Design input_pixel_packer, sky130hd; sources not shown.
==> images/m1.png <==
(2 px per um)
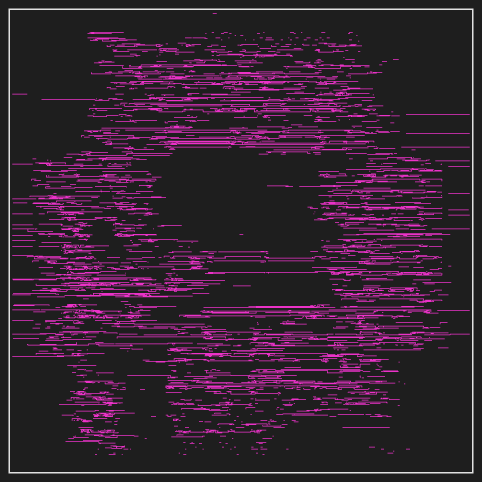
wire length on this layer = 15900 um
main direction = horizontal
nets with wire on the layer = 1067
final WL: 34000 um
met1 Usage GRT: 0.170
DR vias: 8147

==> images/sizing.png <==
(1.5 px per um)
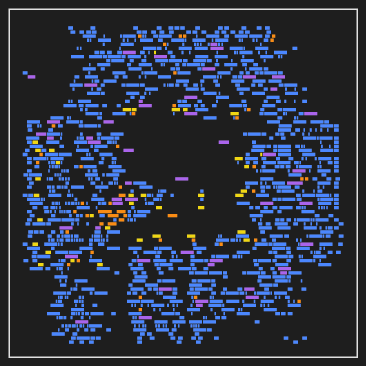
x3 and x4 -> orange  # cells 46, most used buf_4
x1 and smaller -> blue  # cells 1041, most used dfrtp_1
x2 -> yellow  # cells 36, most used mux2_2
x6 and larger -> purple  # cells 50, most used clkbuf_16
post-route cell area: 14900 um2
non-clock buffer count: 212
Synth-to-Final Area Change: 29.0%
worst setup margin: 0.133 ns

==> images/closeup.png <==
Window x 45 to 70, y 161 to 186 um. Cells in grey, sequential cells in the stronger grey; small squares are vias.
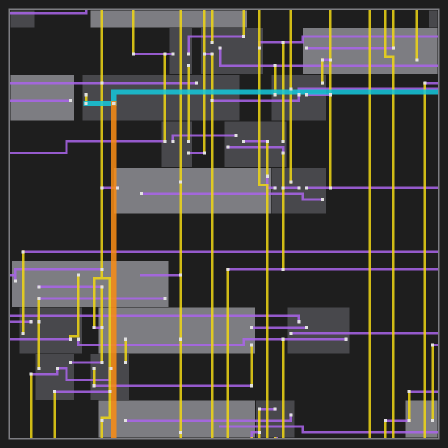
M1 -> purple
M2 -> yellow
M4 -> orange
M3 -> cyan
sequential cells in the window = 5
most frequent = dfrtp_1 (5), mux2i_1 (4), and3_1 (3)
cells with their middle in the window = 17

==> impl_metrics.yaml <==
# implementation run metrics
synthesis:
  synthTopLogicFamily: "AND-OR/OR-AND gates"
  synth.distinct_cells: 59
  syn_nets: 1039
  ys_cells: 999
  edf_count: 0
  yosys-top-cells-area: "dfrtp_1 (56%), mux2i_1 (9.4%), a22o_1 (7.4%), nand2_1 (4.2%), o21ai_0 (3.8%)"
  mux_area_frac: 0.106
  syn_avg_cell_area_um2: 11.6
  largest_area_cell: "dfrtp_1"
  synthAoiAreaFrac: 0.162
  syn_inst: 999
  syn_area_um2: 11600
  ys_warn_count: 0
  synthAdderAreaFrac: 0.0108
  ys_seq_frac: 0.563
  top_area_frac: 0.563
  flop_cell: "dfrtp_1"
  ys_ff: 260
  yosysChipArea_um2: 11600
timing:
  setup_viol: 0
  slew_headroom: 0.394
  finalSetupTns_ns: 0
  timing.fmax_ghz: 0.349
  tightestPinTransition_ns: 0.907
  rsz0062_at_grt: "no"
  min_period_ns: 2.87
  fin_crit_sh: 0.956
  hold_viol: 0
critical_path:
  r2r_setup_slack_ns: 0.52
  crit_cells: 5
  crit_buf_inv: 3
  arrival_ns: 2.12
  start_kind: "flop"
  r2r_cells: 6
  crit_family: "buffers and inverters"
  worst_path_max_delay_cell: "clkdlybuf4s50_1"
  end_kind: "output pin"
  crit_chain: "inv_1 -> ha_1 -> buf_6 -> and2_1 -> clkdlybuf4s50_1"
  worstPathRequired_ns: 2.25
  crit_type: "flop to output pin"
clock_tree:
  htreeDepth: 1
  max-clock-path-buffers: 3
  clk_root_buffer_cell: "clkbuf_16"
  clk_pin_slew_ns: 0.06
  cts_buffers: 30
  cts_tree: "yes"
  clock-sinks: 260
pwr:
  power.density_nw_per_um2: 752
  internal-power_mw: 7.63
  seqPwrFrac: 0.391
  leakagePower_nw: 6.78
  comb_power_share: 0.284
  clockPowerShare: 0.325
  p_sw_frac: 0.318
  switchingPower_mw: 3.57
  ir_worst_vdd_mv: 0.368
final_layout:
  final_nets: 1189
  clk_share: 0.0663
  diodes: 0
  seq_area_frac: 0.437
  num-fill-cells: 4736
  comb_area_um2: 4500
  ff_count: 260
  drive_gt1_frac: 0.113
  top_area_cell_class: "sequential cells"
  final_util: 0.328
  clkbuf_count: 51
global_routing:
  grtUsageMet3: 0.0319
  grt_max_degree: 79
  grt_pass1_vias: 8457
  grt_pass1_wl_um: 52800
  grt_usage: 0.125
  antenna_found_initial: 0
route:
  firstDrtPassIters: 5
  viasPerCell: 4.60
  avgRoutedWirePerCell_um: 19.2
  drt_drc_violations_left: 0
  drt_iter0_drc: 500
  ant_nets: 0
die:
  chip_area_um2: 53300
  ios: 167
  fp_util: 0.254
  core_um2: 45500
  taps: 600
placement:
  port_buffers: 166
  pre_cts_slack_ns: 0.131
status:
  outcome: "finished clean"
run:
  tool_warnings: 32
  drv_cap: 0
worst_hold_path:
  whs_path_depth: 2
  hold_path_class: "flop to flop"
power by group through the flow:
stage | clock network (mW) | registers, mW | logic, mW
2_1_floorplan | 0 | 4.34 | 1.93
3_3_place_gp | 0 | 4.44 | 3.20
3_5_place_dp | 0 | 4.43 | 3.23
4_1_cts | 3.79 | 4.38 | 3.25
5_1_grt | 3.93 | 4.45 | 3.51
6_report | 3.64 | 4.38 | 3.18
per-layer routing:
layer / routed length, um / up-vias
li1: - / 3895
met1: 15900 / 4053
met2: 15500 / 165
met3: 2060 / 34
met4: 544 / 0
met5: 0 / -
metrics by stage:
step | power [mW] | area (um2) | hold WS (ns) | instances
global placement | 7.63 | 13900 | 0.309 | 1716
global route | 11.9 | 14900 | 0.356 | 1773
finish | 11.2 | 14900 | 0.326 | 1773
detailed placement | 7.67 | 13900 | 0.320 | 1716
floorplan | 6.27 | 11600 | 0.154 | 999
CTS | 11.4 | 14900 | 0.333 | 1773
cell usage after synthesis, drive strengths merged (5+ instances only):
master and count:
nor2 17, mux2 12, buf 54, nand3 16, nand4 7, inv 14, a22o 98, o211ai 5
o21ai 116, nand2 129, dfrtp 260, o311ai 8, nor3b 7, ha 10, and3 17, nand3b 7
xor2 7, clkbuf 40, nor3 9, a21oi 11, mux2i 109
placed cells by master (no fill, tap or decap), drive strengths merged, types with 5 or more instances in the layout:
cell	instances
mux2	12
nor2	17
nand2	129
o311ai	8
xor2	7
inv	15
nor3b	7
nor3	9
and3	17
clkbuf	51
o21ai	116
dfrtp	260
mux2i	109
buf	46
a22o	98
clkdlybuf4s50	165
nand3b	7
o211ai	5
a21oi	11
nand4	7
nand3	16
ha	10
timing repair:
action	4_1_cts	5_1_grt
hold buffers	1	0
setup endpoints to repair	0	1
gates resized	0	1
endpoints found under the hold margin	50	0
No activity file was given, so power comes from the tool's default toggle rates.
